**src/rtl/seq_detect_pkg.sv**
```systemverilog
// Shared types and elaboration-time helpers for the parametrised serial sequence detector.
`default_nettype none

package seq_detect_pkg;

    typedef enum logic {
        MODE_NONOVL = 1'b0,
        MODE_OVL    = 1'b1
    } det_mode_e;

    localparam int MAX_PATTERN_W = 16;

    function automatic int state_width(input int width);
        return (width < 2) ? 1 : $clog2(width);
    endfunction

    // Next matched-prefix length after taking bit_in from prefix length k.
    // A full-length match is excluded; the caller decides where a completed match goes.
    function automatic int prefix_fallback(input logic [MAX_PATTERN_W-1:0] pattern,
                                           input int width, input int k, input logic bit_in);
        int   best;
        int   idx;
        logic ok;
        logic sb;
        best = 0;
        for (int j = 1; j <= k + 1; j++) begin
            if (j < width) begin
                ok = 1'b1;
                for (int m = 0; m < j; m++) begin
                    idx = k + 1 - j + m;
                    sb  = (idx == k) ? bit_in : pattern[width-1-idx];
                    if (sb != pattern[width-1-m]) ok = 1'b0;
                end
                if (ok) best = j;
            end
        end
        return best;
    endfunction

    // Longest proper prefix of the pattern that is also a suffix of it.
    function automatic int border_len(input logic [MAX_PATTERN_W-1:0] pattern, input int width);
        int   best;
        logic ok;
        best = 0;
        for (int l = 1; l < width; l++) begin
            ok = 1'b1;
            for (int m = 0; m < l; m++) begin
                if (pattern[width-1-m] != pattern[width-1-(width-l+m)]) ok = 1'b0;
            end
            if (ok) best = l;
        end
        return best;
    endfunction

endpackage

`default_nettype wire

```
**src/rtl/sat_counter.sv**
```systemverilog
// Saturating up-counter with synchronous clear taking priority over increment.
`default_nettype none

module sat_counter #(
    parameter int CNT_W = 8
) (
    input  logic             clk,
    input  logic             reset,
    input  logic             inc,
    input  logic             clr,
    output logic [CNT_W-1:0] count
);

    always_ff @(posedge clk or posedge reset) begin
        if (reset) begin
            count <= '0;
        end else if (clr) begin
            count <= '0;
        end else if (inc && (count != {CNT_W{1'b1}})) begin
            count <= count + 1'b1;
        end
    end

endmodule

`default_nettype wire

```
**src/rtl/seq_detect_param.sv**
```systemverilog
// Parametrised serial pattern detector with KMP fallback, runtime overlap mode and match counter.
// Optional macro SEQDET_REGOUT_EN registers the match output one cycle after the completing bit.
`default_nettype none

module seq_detect_param
    import seq_detect_pkg::*;
#(
    parameter int                   PATTERN_W = 4,
    parameter logic [PATTERN_W-1:0] PATTERN   = 4'b1010,
    parameter int                   CNT_W     = 8
) (
    input  logic                         clk,
    input  logic                         reset,
    input  logic                         din,
    input  logic                         din_valid,
    input  logic                         overlap_en,
    input  logic                         cnt_clr,
    output logic                         match,
    output logic [CNT_W-1:0]             match_cnt,
    output logic [$clog2(PATTERN_W)-1:0] state_o
);

    localparam int                     SW     = state_width(PATTERN_W);
    localparam logic [MAX_PATTERN_W-1:0] PAT16 = MAX_PATTERN_W'(PATTERN);
    localparam int                     BORDER = border_len(PAT16, PATTERN_W);

    logic [SW-1:0]        state;
    logic [SW-1:0]        state_nxt;
    logic [SW-1:0]        idx;
    logic [SW-1:0]        fb0 [PATTERN_W];
    logic [SW-1:0]        fb1 [PATTERN_W];
    logic [PATTERN_W-1:0] exp_vec;
    logic                 in_range;
    logic                 expected;
    logic                 hit;
    det_mode_e            mode;

    assign mode = det_mode_e'(overlap_en);

    // Per-state transition table; every entry is folded to a constant at elaboration.
    for (genvar k = 0; k < PATTERN_W; k++) begin : g_tbl
        localparam logic [SW-1:0] FB0 = SW'(prefix_fallback(PAT16, PATTERN_W, k, 1'b0));
        localparam logic [SW-1:0] FB1 = SW'(prefix_fallback(PAT16, PATTERN_W, k, 1'b1));
        assign fb0[k]     = FB0;
        assign fb1[k]     = FB1;
        assign exp_vec[k] = PATTERN[PATTERN_W-1-k];
    end

    always_comb begin
        in_range  = (int'(state) < PATTERN_W);
        idx       = in_range ? state : '0;
        expected  = exp_vec[idx];
        hit       = din_valid & in_range & (din == expected) & (state == SW'(PATTERN_W - 1));
        state_nxt = state;
        if (!in_range) begin
            state_nxt = '0;
        end else if (din_valid) begin
            if (hit) begin
                state_nxt = (mode == MODE_OVL) ? SW'(BORDER) : '0;
            end else begin
                state_nxt = din ? fb1[idx] : fb0[idx];
            end
        end
    end

    always_ff @(posedge clk or posedge reset) begin
        if (reset) begin
            state <= '0;
        end else begin
            state <= state_nxt;
        end
    end

    assign state_o = state;

`ifdef SEQDET_REGOUT_EN
    logic match_q;

    always_ff @(posedge clk or posedge reset) begin
        if (reset) begin
            match_q <= 1'b0;
        end else begin
            match_q <= hit;
        end
    end

    assign match = match_q;
`else
    assign match = hit;
`endif

    // Counting follows the completing bit, independent of output registering.
    sat_counter #(
        .CNT_W(CNT_W)
    ) u_cnt (
        .clk  (clk),
        .reset(reset),
        .inc  (hit),
        .clr  (cnt_clr),
        .count(match_cnt)
    );

endmodule

`default_nettype wire

```
**config.mk**
```make
export PLATFORM = sky130hd
export DESIGN_NAME = seq_detect_param
export DESIGN_NICKNAME = d
export VERILOG_FILES = /design/src/rtl/seq_detect_pkg.sv /design/src/rtl/sat_counter.sv /design/src/rtl/seq_detect_param.sv
export SDC_FILE = /design/constraint.sdc
export NUM_CORES = 1
export LEC_CHECK = 0
export CORE_AREA = 2 2 39 41
export CTS_CLUSTER_SIZE = 16
export DETAILED_ROUTE_END_ITERATION = 8
export DIE_AREA = 0 0 41 43
export GPL_ROUTABILITY_DRIVEN = 0
export PLACE_DENSITY = 0.77
export SYNTH_ARGS = -nofsm -noshare
export SYNTH_HDL_FRONTEND = slang
export SYNTH_HIERARCHICAL = 1
export SYNTH_SLANG_ARGS = --single-unit
```
**constraint.sdc**
```tcl
create_clock -name clk -period 2.58 [get_ports clk]
set_input_delay 0.516 -clock clk [delete_from_list [all_inputs] [get_ports clk]]
set_output_delay 0.516 -clock clk [all_outputs]
set_load 0.01 [all_outputs]
```
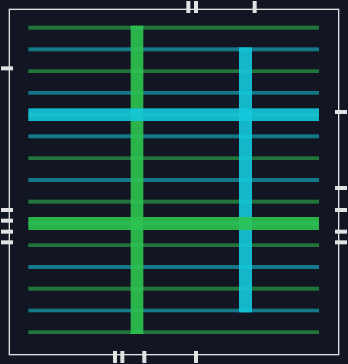
Run 1: floorplan with the power grid
(8 px per µm) Pins as bars on the die edge.
net	color
VSS	green
VDD	cyan
rows	14
met1 rails	15
core area: 0.00138 mm²
DIE WIDTH: 41 µm
Die Ht: 43 µm
maximum VDD drop: 0.277 mV

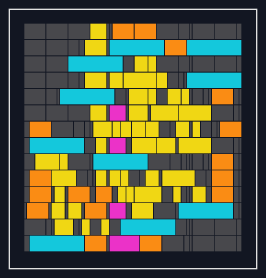
Run 1: cell classes on the final placement
(6 px per µm) Fill, decap, tap and diode cells in gray.
class	color	cells	share of their area
other buffers and delay cells	orange	17	21%
flops	cyan	10	31%
combinational and other logic	yellow	47	43%
clock drivers and dummy loads	magenta	4	4.5%
final core occ: 59.2%
post-route cell area: 820 µm²
row cnt: 14
Seq area share: 30.5%

==> impl_metrics.csv, run 1 <==
group,metric,value,unit
status,run_status,"completed",
global_route,met3_usage,3.66,%
placed_design,dp.cells,90,
synthesis,yosys.area_share.adder,2.05,%
critical_path,rr_endpoint,"u_cnt/count[5]",
synthesis,syn_inst,59,
final_timing,fin_setup_tns,0,ps
final_layout,largest_reg_flops,8,
critical_path,crit_end,"match",
final_layout,layout-drive-gt1-share,19.2,%
placed_design,port_buffers,16,
routing,drt_iter0_drc,5,
critical_path,worstRegToRegCells,6,
power_and_ir_drop,p_seq,165,µW
final_layout,buf_share,20.5,%
clocking,htreeDepth,1,
final_timing,grt_setup_unrepaired,"no",
final_layout,largestClassByArea,"combinational gates",
power_and_ir_drop,pwr-share-comb,11.5,%
critical_path,cp.arrival,1880,ps
power_and_ir_drop,power.total,347,µW
synthesis,ys_area,611,µm²
routing,drc,0,
clocking,hold_buffers,0,
final_layout,comb_area,330,µm²
synthesis,yosys.area_share.simple,23.6,%
routing,met3_length,54,µm
floorplan,dieArea,0.00176,mm²
synthesis,syn_area,611,µm²
critical_path,slowest_delay,530,ps
routing,wl_met1,507,µm
power_and_ir_drop,power_density,423,mW/mm²
final_layout,fillers,125,
routing,vias,494,
final_timing,finalHoldViolations,0,
final_timing,hold-worst-slack,429,ps
final_timing,final.min_clock_period,2400,ps
final_layout,final_cell_mix,"clkdlybuf4s50_1, dfrtp_1",
global_route,grt.busiest_layer,"met2",
final_layout,synthToLayoutAreaGrowth,34.2,%
synthesis,avgSynthCellArea,10.3,µm²
clocking,cts_tree,"built",
synthesis,synth.most_common_cell,"dfrtp_1",
synthesis,topCellsByArea,"dfrtp_1, mux2_4, nor2b_1",
synthesis,ys_top_logic_family,"simple AND/OR/NAND/NOR gates",
critical_path,path_class,"input port to output port",
clocking,cts_buffer_depth,2,
synthesis,synth_top_area_share,41.0,%
clocking,cts.sinks,10,
synthesis,ys_seq_share,41.0,%
global_route,antenna_found_initial,0,
synthesis,ys_ff,10,
routing,routedWlPerCell,12.4,µm
final_timing,timing.final.ws_setup,182,ps
global_route,use_met2,26.3,%
critical_path,crit_slowest_cell,"clkdlybuf4s50_1",
critical_path,reg2reg_from,"state_o[0]",
final_timing,fmax,417,MHz
power_and_ir_drop,power_frac_seq,47.6,%
final_layout,top_register,"u_cnt/count",
critical_path,critPathLaunch,"din_valid",
critical_path,path_cells,"clkdlybuf4s50_1 > and3_4 > and2_1 > clkdlybuf4s50_1",
clocking,clockRootBuffer,"clkbuf_4",
synthesis,synthFlopType,"dfrtp_1",
synthesis,ys_cells,59,
min_path,hold_path.class,"input port to asynchronous set/reset pin",
critical_path,crit_family,"buffers and inverters",
critical_path,path_max_fanout,3,
final_timing,relSlewSlack,77.9,%
clocking,post_cts_resized,0,
final_layout,comb_cells,43,
routing,via_per_inst,5.26,
final_timing,maxSlewViolCount,0,
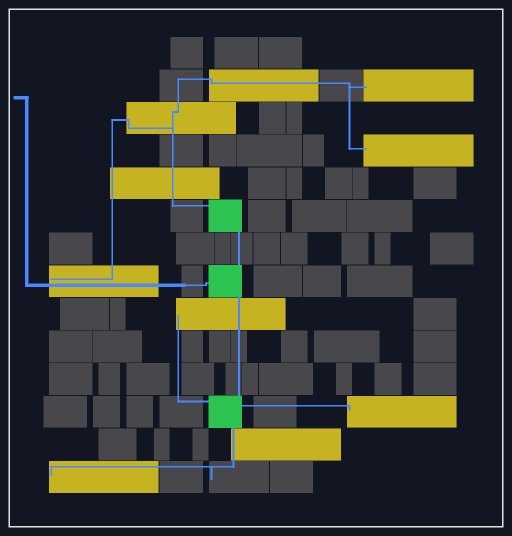
Run 1: clock network drawn from the DEF
(12 px per µm)
[clock drivers] green | count: 3
[flip-flops] yellow | count: 10
[clock wires] blue | length: 157 µm
flops lie	all over the die
routed clock nets	4
clock distribution power: 142 µW
clock skew: 4.18 ps
clock power share: 41.0%

Run 1, routed metal, one color a layer:
(8 px per µm) Only two layers are drawn.
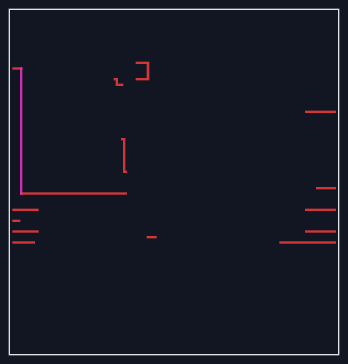

==> run 1 -> run 2 <==
CORE_AREA = unset   (was 2 2 39 41)
CORE_ASPECT_RATIO = 1.25   (was unset)
CORE_MARGIN = 2   (was unset)
CORE_UTILIZATION = 30   (was unset)
DIE_AREA = unset   (was 0 0 41 43)
PLACE_DENSITY = unset   (was 0.77)
clock period = 2.25 ns   (was 2.58 ns; I/O delays follow)
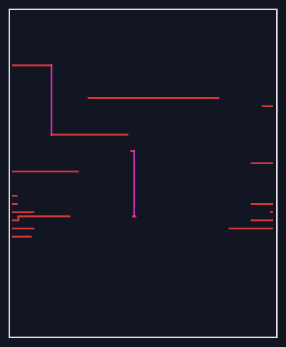
Run 2: routed metal, one color a layer
(6 px per µm) Only two layers are drawn.
layer	color	wire length
metal 4	magenta	22.4 µm
metal 3	red	92.7 µm
vias: 517
WL/cell: 12.5 µm
Routed WL: 1.25 mm

==> impl_metrics.csv, run 2 <==
group,metric,value,unit
final_timing,timing.final.ws_setup,197,ps
synthesis,edf_count,0,
critical_path,rr_endpoint,"u_cnt/count[5]",
final_layout,top_register,"u_cnt/count",
critical_path,path_cells,"clkdlybuf4s50_1 > inv_1 > and3_4 > and2_1 > dlygate4sd2_1",
floorplan,initial_core_util,31.2,%
power_and_ir_drop,clkPwrFrac,40.9,%
global_route,antenna_found_initial,0,
power_and_ir_drop,clock_power,164,µW
final_layout,largestClassByArea,"combinational gates",
critical_path,crit_end,"match",
placed_design,port_buffers,16,
status,run_status,"completed",
clocking,cts.sinks,10,
synthesis,yosys.area_share.adder,2.05,%
critical_path,crit_slowest_cell,"clkdlybuf4s50_1",
final_timing,maxSlewViolCount,0,
synthesis,synth.most_common_cell,"dfrtp_1",
routing,drt_iter0_drc,3,
floorplan,die_h,54.4,µm
clocking,hold_buffers,0,
routing,via_per_inst,5.17,
final_layout,comb_cells,43,
final_layout,largest_reg_flops,8,
min_path,hold_path.class,"input port to asynchronous set/reset pin",
final_layout,comb_area,330,µm²
power_and_ir_drop,peakVddDrop,0.264,mV
final_timing,grt_setup_unrepaired,"no",
clocking,cts_buffer_depth,2,
final_timing,finalHoldViolations,0,
routing,drc,0,
routing,met3_length,92,µm
flow_run,drv_cap,0,
final_layout,fillers,187,
synthesis,aoi_share,15.2,%
critical_path,cp.arrival,1600,ps
critical_path,path_class,"input port to output port",
final_layout,buf_share,21.6,%
synthesis,yosys.area_share.simple,23.6,%
placed_design,dpl.hpwl,994,µm
global_route,met3_usage,3.63,%
clocking,cts_tree,"built",
power_and_ir_drop,p_leak,0.000380,µW
placed_design,dp.cells,96,
critical_path,reg2reg_from,"state_o[0]",
synthesis,ys_ff,10,
global_route,grt.busiest_layer,"met2",
clocking,clockRootBuffer,"clkbuf_4",
power_and_ir_drop,pwr-share-comb,11.7,%
synthesis,ys_cells,59,
final_timing,fin_setup_tns,0,ps
final_timing,hold-worst-slack,354,ps
floorplan,rows,18,
final_timing,fmax,487,MHz
power_and_ir_drop,power.total,401,µW
critical_path,worstRegToRegCells,5,
final_timing,finalCritPeriodShare,91.2,%
synthesis,ys_top_logic_family,"simple AND/OR/NAND/NOR gates",
critical_path,path_max_fanout,3,
synthesis,synthFlopType,"dfrtp_1",
final_timing,relSlewSlack,77.2,%
critical_path,crit_family,"buffers and inverters",
global_route,use_met2,20.3,%
power_and_ir_drop,swShare,22.6,%
final_layout,seq_cells,10,
critical_path,critPathLaunch,"din",
synthesis,syn_inst,59,
synthesis,synth_top_area_share,41.0,%
final_layout,layout-drive-gt1-share,21.3,%
final_timing,skew,0.680,ps
final_layout,final_cell_mix,"clkdlybuf4s50_1, dfrtp_1",
floorplan,dieArea,0.00241,mm²
clocking,clkLatencyLatePin,260,ps
clocking,htreeDepth,1,
synthesis,ys_area,611,µm²
power_and_ir_drop,p_seq,190,µW
power_and_ir_drop,power_density,478,mW/mm²
final_layout,buffers,19,
clocking,post_cts_resized,1,
synthesis,avgSynthCellArea,10.3,µm²
synthesis,topCellsByArea,"dfrtp_1, mux2_4, nor2b_1",
clocking,clk_pin_slew,70,ps
synthesis,ys_seq_share,41.0,%
final_timing,final.min_clock_period,2050,ps
power_and_ir_drop,power_frac_seq,47.3,%
final_layout,synthToLayoutAreaGrowth,37.3,%
critical_path,slowest_delay,470,ps
routing,wl_met1,581,µm
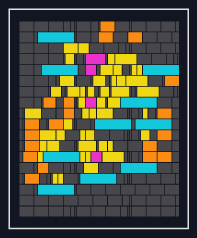
Run 2: cell classes on the final placement
(4 px per µm) Fill, decap, tap and diode cells in gray.
class	color	cells	share of their area
clock drivers and dummy loads	magenta	4	4.5%
flops	cyan	10	31%
combinational and other logic	yellow	47	42%
other buffers and delay cells	orange	19	22%
core area: 0.00196 mm²
post-route cell area: 838 µm²
final core occ: 42.8%
Seq area share: 29.9%

Power and IR drop assume default switching activity.
